**Drive-strength map**

Bar = 10 µm.
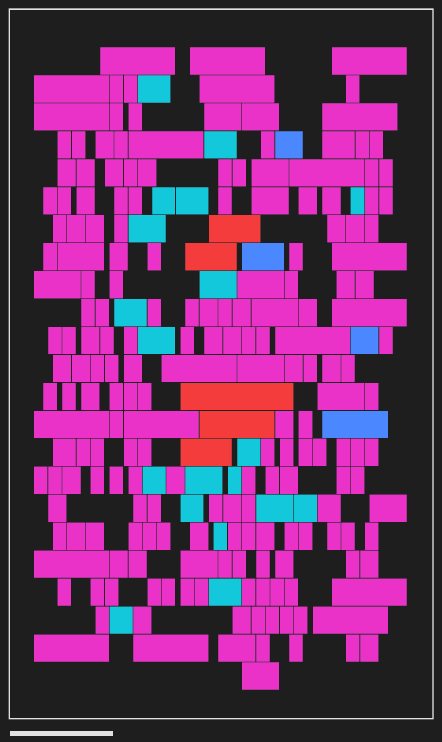
**M2 wires**

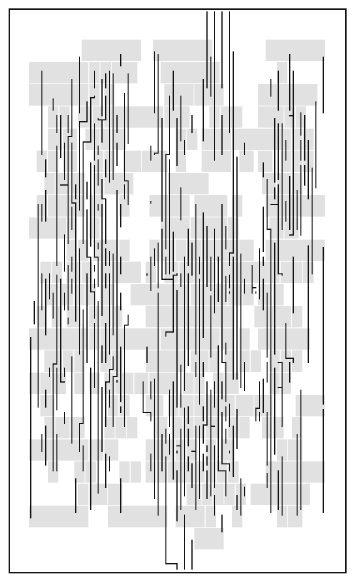
**Signal wires by layer**

Two of the layers only.
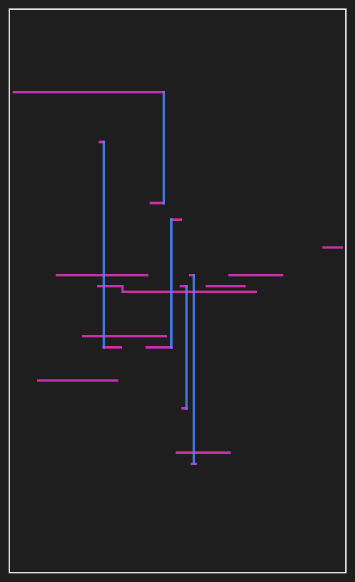
**Clock wiring as the flow saved it**

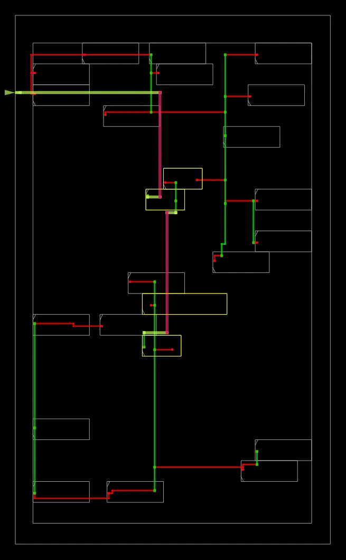
[config.mk]
export PLATFORM = sky130hd
export DESIGN_NAME = bidir_bus_arbiter_flat
export DESIGN_NICKNAME = d
export VERILOG_FILES = /design/src/rtl/bidir_bus_arbiter_pkg.sv /design/src/rtl/bidir_bus_arbiter_if.sv /design/src/rtl/bidir_bus_arbiter_turn_timer.sv /design/src/rtl/bidir_bus_arbiter.sv /design/src/flat_wrapper.sv
export SDC_FILE = /design/constraint.sdc
export NUM_CORES = 1
export LEC_CHECK = 0
export ABC_AREA = 1
export CORE_ASPECT_RATIO = 1.75
export CORE_MARGIN = 2
export CORE_UTILIZATION = 58
export DETAILED_ROUTE_END_ITERATION = 6
export PLACE_DENSITY = 0.77
export SLEW_MARGIN = 30
export SYNTH_ARGS = -nofsm -noshare
export SYNTH_HDL_FRONTEND = slang
export SYNTH_SLANG_ARGS = --single-unit
[constraint.sdc]
create_clock -name clk -period 2.1 [get_ports clk]
set_clock_uncertainty 0.1 [all_clocks]
set_input_delay 0.21 -clock clk [delete_from_list [all_inputs] [get_ports clk]]
set_output_delay 0.21 -clock clk [all_outputs]
set_load 0.005 [all_outputs]
[src/rtl/bidir_bus_arbiter_pkg.sv]
// ============================================================================
// Module      : bidir_arb_pkg
// Description : Shared types and constants for the bidirectional bus arbiter.
// Revision    : 1.0 - initial release
// ============================================================================
`default_nettype none

package bidir_arb_pkg;

  // Arbiter phases: no owner, dead time before a direction flip, bus owned
  typedef enum logic [1:0] {
    IDLE = 2'd0,
    TURN = 2'd1,
    OWN  = 2'd2
  } state_e;

  // Buffer direction encoding (the value driven on ctrl)
  localparam logic DIR_A2B = 1'b1;
  localparam logic DIR_B2A = 1'b0;

  // Counter widths: TURN_CYCLES fits in 4 bits, burst saturates at 255
  localparam int TURN_W  = 4;
  localparam int BURST_W = 8;

  // Request of the side that drives in direction dir
  function automatic logic side_req(input logic dir, input logic req_a,
                                    input logic req_b);
    return (dir == DIR_A2B) ? req_a : req_b;
  endfunction

endpackage

`default_nettype wire

[src/rtl/bidir_bus_arbiter_if.sv]
// ============================================================================
// Module      : bidir_bus_arbiter_if
// Description : Request/grant and buffer-control bundle between the arbiter
//               (master modport) and the agents/buffer (slave modport).
// Revision    : 1.0 - initial release
// ============================================================================
`default_nettype none

interface bidir_bus_arbiter_if;
  logic req_a;
  logic req_b;
  logic gnt_a;
  logic gnt_b;
  logic ctrl;
  logic oe;
  logic turnaround;

  modport master (
    input  req_a, req_b,
    output gnt_a, gnt_b, ctrl, oe, turnaround
  );

  modport slave (
    output req_a, req_b,
    input  gnt_a, gnt_b, ctrl, oe, turnaround
  );
endinterface

`default_nettype wire

[src/rtl/bidir_bus_arbiter_turn_timer.sv]
// ============================================================================
// Module      : bidir_turn_timer
// Description : Loadable down-counter timing the dead cycles of a direction
//               change. done_o is high in the last counted cycle.
// Revision    : 1.0 - initial release
// ============================================================================
`default_nettype none

module bidir_turn_timer
  import bidir_arb_pkg::*;
(
  input  wire logic              clk,
  input  wire logic              rst,
  input  wire logic              load_i,
  input  wire logic [TURN_W-1:0] load_val_i,
  output logic                   done_o
);

  logic [TURN_W-1:0] count_q;

  // Load while armed, otherwise count down to zero and stop
  always_ff @(posedge clk) begin
    if (rst) begin
      count_q <= '0;
    end else if (load_i) begin
      count_q <= load_val_i;
    end else if (count_q != '0) begin
      count_q <= count_q - TURN_W'(1);
    end
  end

  assign done_o = !load_i && (count_q == TURN_W'(1));

endmodule

`default_nettype wire

[src/rtl/bidir_bus_arbiter.sv]
// ============================================================================
// Module      : bidir_bus_arbiter
// Description : Round-robin arbiter for a half-duplex link between side A and
//               side B, with burst preemption and turnaround dead cycles.
//               Define BIDIR_ARB_STATS_EN to add turn_count/preempt_count.
// Revision    : 1.0 - initial release
// ============================================================================
`default_nettype none

module bidir_bus_arbiter
  import bidir_arb_pkg::*;
#(
  parameter int TURN_CYCLES = 2,
  parameter int MAX_BURST   = 16
) (
  input  wire logic           clk,
  input  wire logic           rst,
  bidir_bus_arbiter_if.master bus
`ifdef BIDIR_ARB_STATS_EN
  ,
  output logic [15:0]         turn_count,
  output logic [7:0]          preempt_count
`endif
);

  state_e             state_q;
  logic               gnt_a_q;
  logic               gnt_b_q;
  logic               oe_q;
  logic               turn_q;
  logic               ctrl_q;
  logic               last_q;   // direction granted most recently
  logic [BURST_W-1:0] burst_q;

  logic owner_req;
  logic other_req;
  logic idle_winner;
  logic burst_hit;
  logic timer_done;

  // In OWN and TURN the owner / latched winner is always the side ctrl points at
  assign owner_req = side_req(ctrl_q, bus.req_a, bus.req_b);
  assign other_req = side_req(~ctrl_q, bus.req_a, bus.req_b);
  assign burst_hit = (burst_q >= BURST_W'(MAX_BURST));

  // Sole requester wins; on a tie the side not granted last wins
  assign idle_winner = (bus.req_a && bus.req_b) ? ~last_q :
                       (bus.req_a ? DIR_A2B : DIR_B2A);

  // Timer stays armed outside TURN so it holds TURN_CYCLES on TURN entry
  bidir_turn_timer u_turn_timer (
    .clk        (clk),
    .rst        (rst),
    .load_i     (state_q != TURN),
    .load_val_i (TURN_W'(TURN_CYCLES)),
    .done_o     (timer_done)
  );

  // Arbitration FSM with registered grant, enable and direction outputs
  always_ff @(posedge clk) begin
    if (rst) begin
      state_q <= IDLE;
      gnt_a_q <= 1'b0;
      gnt_b_q <= 1'b0;
      oe_q    <= 1'b0;
      turn_q  <= 1'b0;
      ctrl_q  <= DIR_B2A;
      last_q  <= DIR_B2A;
      burst_q <= '0;
    end else begin
      case (state_q)
        IDLE: begin
          if (bus.req_a || bus.req_b) begin
            if (idle_winner == ctrl_q) begin
              state_q <= OWN;
              gnt_a_q <= (idle_winner == DIR_A2B);
              gnt_b_q <= (idle_winner == DIR_B2A);
              oe_q    <= 1'b1;
              last_q  <= idle_winner;
              burst_q <= BURST_W'(1);
            end else begin
              state_q <= TURN;
              ctrl_q  <= idle_winner;
              turn_q  <= 1'b1;
            end
          end
        end
        TURN: begin
          if (timer_done) begin
            turn_q <= 1'b0;
            if (owner_req) begin
              state_q <= OWN;
              gnt_a_q <= (ctrl_q == DIR_A2B);
              gnt_b_q <= (ctrl_q == DIR_B2A);
              oe_q    <= 1'b1;
              last_q  <= ctrl_q;
              burst_q <= BURST_W'(1);
            end else begin
              state_q <= IDLE;
            end
          end
        end
        OWN: begin
          if (!owner_req || (burst_hit && other_req)) begin
            gnt_a_q <= 1'b0;
            gnt_b_q <= 1'b0;
            oe_q    <= 1'b0;
            if (other_req) begin
              state_q <= TURN;
              ctrl_q  <= ~ctrl_q;
              turn_q  <= 1'b1;
            end else begin
              state_q <= IDLE;
            end
          end else if (burst_q != '1) begin
            burst_q <= burst_q + BURST_W'(1);
          end
        end
        default: begin
          state_q <= IDLE;
        end
      endcase
    end
  end

  assign bus.gnt_a      = gnt_a_q;
  assign bus.gnt_b      = gnt_b_q;
  assign bus.oe         = oe_q;
  assign bus.turnaround = turn_q;
  assign bus.ctrl       = ctrl_q;

`ifdef BIDIR_ARB_STATS_EN
  logic [15:0] turn_cnt_q;
  logic [7:0]  preempt_cnt_q;

  // Saturating counts of completed dead-time sequences and forced releases
  always_ff @(posedge clk) begin
    if (rst) begin
      turn_cnt_q    <= '0;
      preempt_cnt_q <= '0;
    end else begin
      if (state_q == TURN && timer_done && turn_cnt_q != '1) begin
        turn_cnt_q <= turn_cnt_q + 16'd1;
      end
      if (state_q == OWN && owner_req && burst_hit && other_req &&
          preempt_cnt_q != '1) begin
        preempt_cnt_q <= preempt_cnt_q + 8'd1;
      end
    end
  end

  assign turn_count    = turn_cnt_q;
  assign preempt_count = preempt_cnt_q;
`endif

endmodule

`default_nettype wire

[src/flat_wrapper.sv]
// flat-port wrapper written by rule: the top's interface ports become plain ports
module bidir_bus_arbiter_flat import bidir_arb_pkg::*;
#(
  parameter int TURN_CYCLES = 2,
  parameter int MAX_BURST   = 16
)
  (clk, rst, bus_req_a, bus_req_b, bus_gnt_a, bus_gnt_b, bus_ctrl, bus_oe, bus_turnaround);
  bidir_bus_arbiter_if bus_i ();
  input  wire logic clk;
  input  wire logic rst;
  input wire logic [$bits(bus_i.req_a)-1:0] bus_req_a;
  input wire logic [$bits(bus_i.req_b)-1:0] bus_req_b;
  output wire logic [$bits(bus_i.gnt_a)-1:0] bus_gnt_a;
  output wire logic [$bits(bus_i.gnt_b)-1:0] bus_gnt_b;
  output wire logic [$bits(bus_i.ctrl)-1:0] bus_ctrl;
  output wire logic [$bits(bus_i.oe)-1:0] bus_oe;
  output wire logic [$bits(bus_i.turnaround)-1:0] bus_turnaround;
  assign bus_i.req_a = bus_req_a;
  assign bus_i.req_b = bus_req_b;
  assign bus_gnt_a = bus_i.gnt_a;
  assign bus_gnt_b = bus_i.gnt_b;
  assign bus_ctrl = bus_i.ctrl;
  assign bus_oe = bus_i.oe;
  assign bus_turnaround = bus_i.turnaround;
  bidir_bus_arbiter #(.TURN_CYCLES(TURN_CYCLES), .MAX_BURST(MAX_BURST)) u_core (.clk(clk), .rst(rst), .bus(bus_i));
endmodule
==> summary.txt <==
run results: share of final-layout standard cells stronger than drive strength 1 12.50%, cell repeated most along the worst path sky130_fd_sc_hd__nand2_1, uppermost layer routed met4, critical path type reg2reg, worst r2r dst u_core.burst_q[6], cell depth of the worst flop-to-flop path 8, # diodes 0, count of final setup violators 0, Worst Hold End u_core.bus.gnt_a, Most used DFF post-synth sky130_fd_sc_hd__dfxtp_1, Mapped Area 1395 µm², gp weighted congestion 0.8518, most numerous logic cells after layout sky130_fd_sc_hd__nand2_1, sky130_fd_sc_hd__nor2_1, sky130_fd_sc_hd__nand3_1, combinational cell fraction of total power 58.2%, Post-synth EDFFs 0, Die Width 41.08 µm, worst endpoint data arrival time 1.97 ns, GR met1 Demand/Resource 25.25%, Rows 23, number of flip-flops and latches 20, maximum number of pins on one net before global-route repair 20, startpoint of the most critical register-to-register path u_core.state_q[0], main logic family after synthesis simple AND/OR/NAND/NOR gates, largest power group combinational logic, clock input transition at the sequential cells of the worst setup and hold paths 0.08 ns, wire length of the first global-routing pass 4.885 mm, vias in the first global route 1220, post-synthesis share of cell area spent on and, or, nand and nor gates between 40% and 50%, DR WL met2 1.747 mm, Non-clock buffers, area share 6.184%, first-pass detailed-route iteration total 4, post-layout power 0.002376 W, area figure in the yosys stat output about 1400 µm², library cell with the highest instance count after synthesis sky130_fd_sc_hd__nand2_1, Clk Tree Root Cell sky130_fd_sc_hd__clkbuf_8, net count after synthesis 226, multi-input combinational cell area between 800 and 900 µm², proportion of cell area occupied by registers 26.04%, highest clock rate roughly 0.52 GHz, post-route antenna net violation count 0, type of the most critical hold path reg2reg, cell area after placement 1466 µm², sequential cell area in the final layout 400.4 µm², Leakage 0.6930 nW, max-capacitance violation count 0, Area-dominant class logic gates, Power Combinational 0.00138 W, Buf/Inv on CP 1, post-placement cell count 245, Hold Violations, Final 0, final period utilization between 90% and 100%, Critical-path top delay cell sky130_fd_sc_hd__dfxtp_1, die area approximately 2800 µm², ao+oa area frac ~11%, max reg flops 8, cell-internal power ~0.0013 W, Placeable Area between 2000 and 2500 µm², switching fraction of total power 46.39%, final design instance area without fill 1538 µm², launching element type of the critical path flop, worst setup slack after placement 0.1327 ns, Post-synth mux share 0%, area fraction of the dominant cell type after synthesis between 20 and 30%, GRT Resource Usage Total 25.14%, Slew HR around two thirds, worst path required time 2.15 ns, ratio of total power to cell area 1545 nW/µm², Filler Cell Count around 210, # nets final roughly 240, initial antenna violation count 0, TritonCTS clock tree built, Post-CTS Hold Buffers 0, Netlist cell types 24, busiest metal layer after global routing met2, Crit path depth 8, power dissipated in sequential cells 0.000609 W, Worst VDD drop 0.8700 mV, kind of end point of the critical path flop, layout buffer count excluding clock buffers 10, number of well taps 25, switching power total approximately 0.0011 W, met3 GRT Util between 3 and 4%, total of flip-flops plus latches after synthesis 20, Tool Warnings 31, Met1 Routed Length 1.140 mm, number of setup buffers added after CTS 0, critical path startpoint u_core.state_q[0], biggest cell delay along the critical path 0.40 ns, Post-DP HPWL between 2 and 2.5 mm, clk cell area share 4.638%, number of cells on the worst hold path 2, buffer depth of the longest clock path 2, Clock power frac 16.1%, number of cells upsized or downsized after cts 0, outcome finished, final reports clean, number of cells produced by synthesis 216, largest registers u_core.burst_q (8), u_core.u_turn_timer.count_q (4), u_core.state_q (2), post-synthesis sequential area ratio 28.70%, cell type contributing the most total cell area after synthesis sky130_fd_sc_hd__dfxtp_1, tally of buffers added on design ports 8, Syn Area/Cell 6.459 µm², proportion of power drawn by flip-flops and latches 25.6%, detailed route wirelength on metal3 slightly below 100 µm, endpoint of the worst setup timing path u_core.burst_q[6], min-delay src u_core.bus.gnt_a, adder and majority gate portion of the synthesized area 5.381%, yosys stat cell total about 220, Post-Route Utilization 67.64%, leading cell type in the layout, fill and taps excluded sky130_fd_sc_hd__nand2_1, transition time at the pin with the least slew margin just under 0.5 ns, detailed-route DRC error count 0, routed length per placed instance 12.37 µm, initial drt markers 41, FF-to-FF setup slack 0.18 ns, Max Fanout on Critical Path 19, largest delay contributor family on the critical path simple AND/OR/NAND/NOR gates, final tally of max-slew violations 0, register ranked first by flip-flop count u_core.burst_q, main area contributors sky130_fd_sc_hd__dfxtp_1, sky130_fd_sc_hd__nand2_1, sky130_fd_sc_hd__nor2_1, share of flip-flops with an asynchronous set or reset after synthesis 0%, critical-path cell list inv_1, ha_1, nand2_1, nand3_4, nor2_8, nand2_1, nand2_1, a21oi_2, Inverters 22, final period demand of the worst path ~1.9 ns
Notes on 'drive-strength map' above:
Cyan is _2 cells, cells 19, share 8.5%. Magenta is _0 and _1 cells, cells 196, share 88%. Red is _6 and larger, cells 5, share 2.2%. Blue is _3 and _4 cells, cells 4, share 1.8%.

Notes on 'M2 wires' above:
The longest straight run is 34.7 µm. The wires run mostly vertical. 179 nets have wire on it. The layer carries 1750 µm of wire. The layer holds 57% of the routed length.
met2 capacity usage during global routing: 46.09%
WL final: 3.079 mm

Notes on 'signal wires by layer' above:
Blue is metal 4, wire length 92.5 µm. Magenta is metal 3, wire length 98.4 µm.

Notes on 'clock wiring as the flow saved it' above:
Sinks on Clock Net: 20
Clock Latency Late Sink: 0.26 ns
total of clock buffers placed in the layout: 3
Clock group: 0.000384 W
number of CTS-inserted buffers: 3

No activity file was given, so power comes from the tool's default toggle rates.
